**Port wiring**

Scale bar: 50 um.
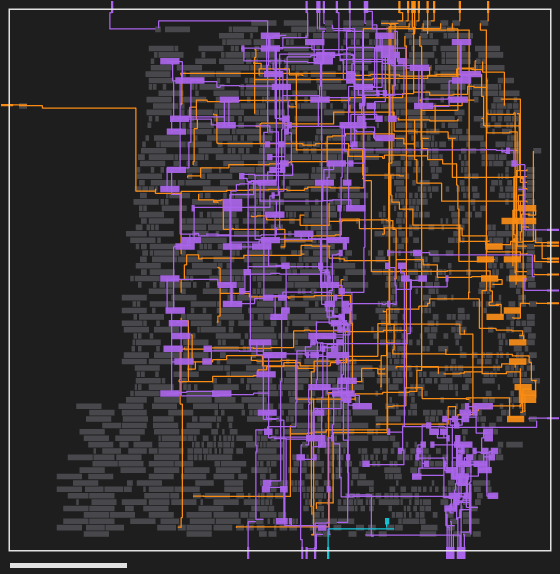
**Placement by cell class**

Fill, decap, tap and diode cells in gray.
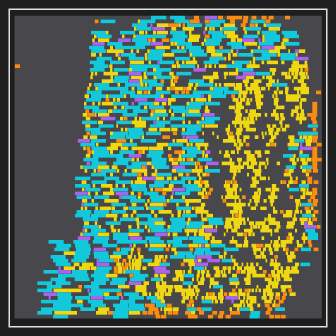
==> config.mk <==
export PLATFORM = sky130hd
export DESIGN_NAME = cpu_core_flat
export DESIGN_NICKNAME = d
export VERILOG_FILES = /design/src/rtl/cpu_pkg.sv /design/src/rtl/cpu_core_if.sv /design/src/rtl/call_stack.sv /design/src/rtl/cpu_core.sv /design/src/flat_wrapper.sv
export SDC_FILE = /design/constraint.sdc
export NUM_CORES = 1
export LEC_CHECK = 0
export CORE_MARGIN = 3
export CORE_UTILIZATION = 40
export CTS_CLUSTER_DIAMETER = 80
export DETAILED_ROUTE_END_ITERATION = 7
export HOLD_SLACK_MARGIN = 0.15
export PLACE_DENSITY = 0.63
export SYNTH_ARGS = -nofsm -noshare
export SYNTH_HDL_FRONTEND = slang
export SYNTH_SLANG_ARGS = --single-unit
==> constraint.sdc <==
create_clock -name clk_in -period 6.8 [get_ports clk_in]
set_clock_uncertainty 0.2 [all_clocks]
set_input_delay 1.36 -clock clk_in [delete_from_list [all_inputs] [get_ports clk_in]]
set_output_delay 1.36 -clock clk_in [all_outputs]
set_load 0.05 [all_outputs]
==> summary.txt <==
Run status: finished, final reports clean
Comb power frac: 12.2%
Die H: 230 um
Aoi share: 11.9%
Most numerous logic cell after layout: edfxtp_1
Overall Global Routing Usage: 24.9%
Total core area: 49300 sq um
Max Fclk: 0.160 GHz
Clock Latency Late Sink: 0.59 ns
Root cell of the clock tree: clkbuf_16
Number of enable flip-flop cells: 320
Setup Fix Bufs, Post-CTS: 0
Mapped Cells: 1733
Max-cap viol count: 0
DR WL/cell: 26.6 um
YS chip area: 20100 sq um
CTS tree: yes
Longest Clk Path Bufs: 3
Final wirelength: 66.5 mm
Largest register FFs: 256
Yosys cell count: 1733
Worst Hold Class: flip-flop to flip-flop
Min Clock Period, post-route: 6.26 ns
Hold path cells: 2
Notes on 'port wiring' above:
[bus_imem_data] purple | bits: 24 | direction: input | edge: 12 bottom, 9 top, 3 right | end cells: 212 | buffers: 39 | wire: 6030 um
[bus_io_wdata] orange | bits: 16 | direction: output | edge: 9 top, 6 right, 1 left | end cells: 16 | buffers: 23 | wire: 5750 um
[bus_io_re] cyan | bits: 1 | direction: output | edge: bottom | end cells: 1 | buffers: 1 | wire: 39.3 um
port buffer count: 92
number of I/O pins: 93

Notes on 'placement by cell class' above:
[registers] cyan | cells: 360
[remaining logic cells] yellow | cells: 1212
[remaining buffers and delay cells] orange | cells: 191
[clock drivers and dummy loads] purple | cells: 74
final design utilization: 47.1%
row cnt: 81
Finished Cell Area: 23200 sq um

[worst max-delay path, stage by stage]
cell and delay, ns:
clkdlybuf4s50_1 0.67, or2_2 0.45, buf_4 0.27, o22ai_1 0.30, a21oi_1 0.12, a21oi_1 0.27, ha_1 0.39, a21o_1 0.20
a2111oi_0 0.54, o21ai_0 0.20, a221oi_1 0.53, xnor2_1 0.21, o221ai_1 0.19, o21bai_1 0.19, or4b_1 0.48, o31ai_2 0.17
[metrics by stage]
step / power [mW] / std cells / hold slack (ns) / setup slack (ns)
4_1_cts: 5.22 / 2501 / 0.292 / 0.628
5_1_grt: 5.37 / 2501 / 0.324 / 0.292
3_3_place_gp: 3.16 / 2427 / 0.258 / 0.0715
2_1_floorplan: 2.92 / 1733 / 0.254 / 0.541
6_report: 5.21 / 2501 / 0.287 / 0.540
3_5_place_dp: 3.16 / 2427 / 0.276 / 0.0102
[final cells by class]
type	count	share of cell area, %
flip-flops and latches	360	44.9
clock buffers	50	4.48
clock inverters	24	0.842
inverters	68	1.10
multi-input cells	1144	37.9
repair buffers	191	7.24
well taps	664	3.58
[routing by layer]
metal  track usage, %  wire length (um)  vias up
met5                0                 0        -
met2             38.5             30300      847
met1             34.3             26900     7893
li1                 -                 -     6843
met3             3.99              5870      169
met4             12.0              3510        0
[power groups by stage]
stage | clock (mW) | sequential [mW] | combinational (mW)
floorplan | 0 | 2.55 | 0.371
global placement | 0 | 2.54 | 0.625
detailed placement | 0 | 2.54 | 0.624
CTS | 2.10 | 2.49 | 0.626
global route | 2.19 | 2.50 | 0.675
finish | 2.08 | 2.49 | 0.635
Power figures rest on the tool's default switching activity, not on a simulated workload.
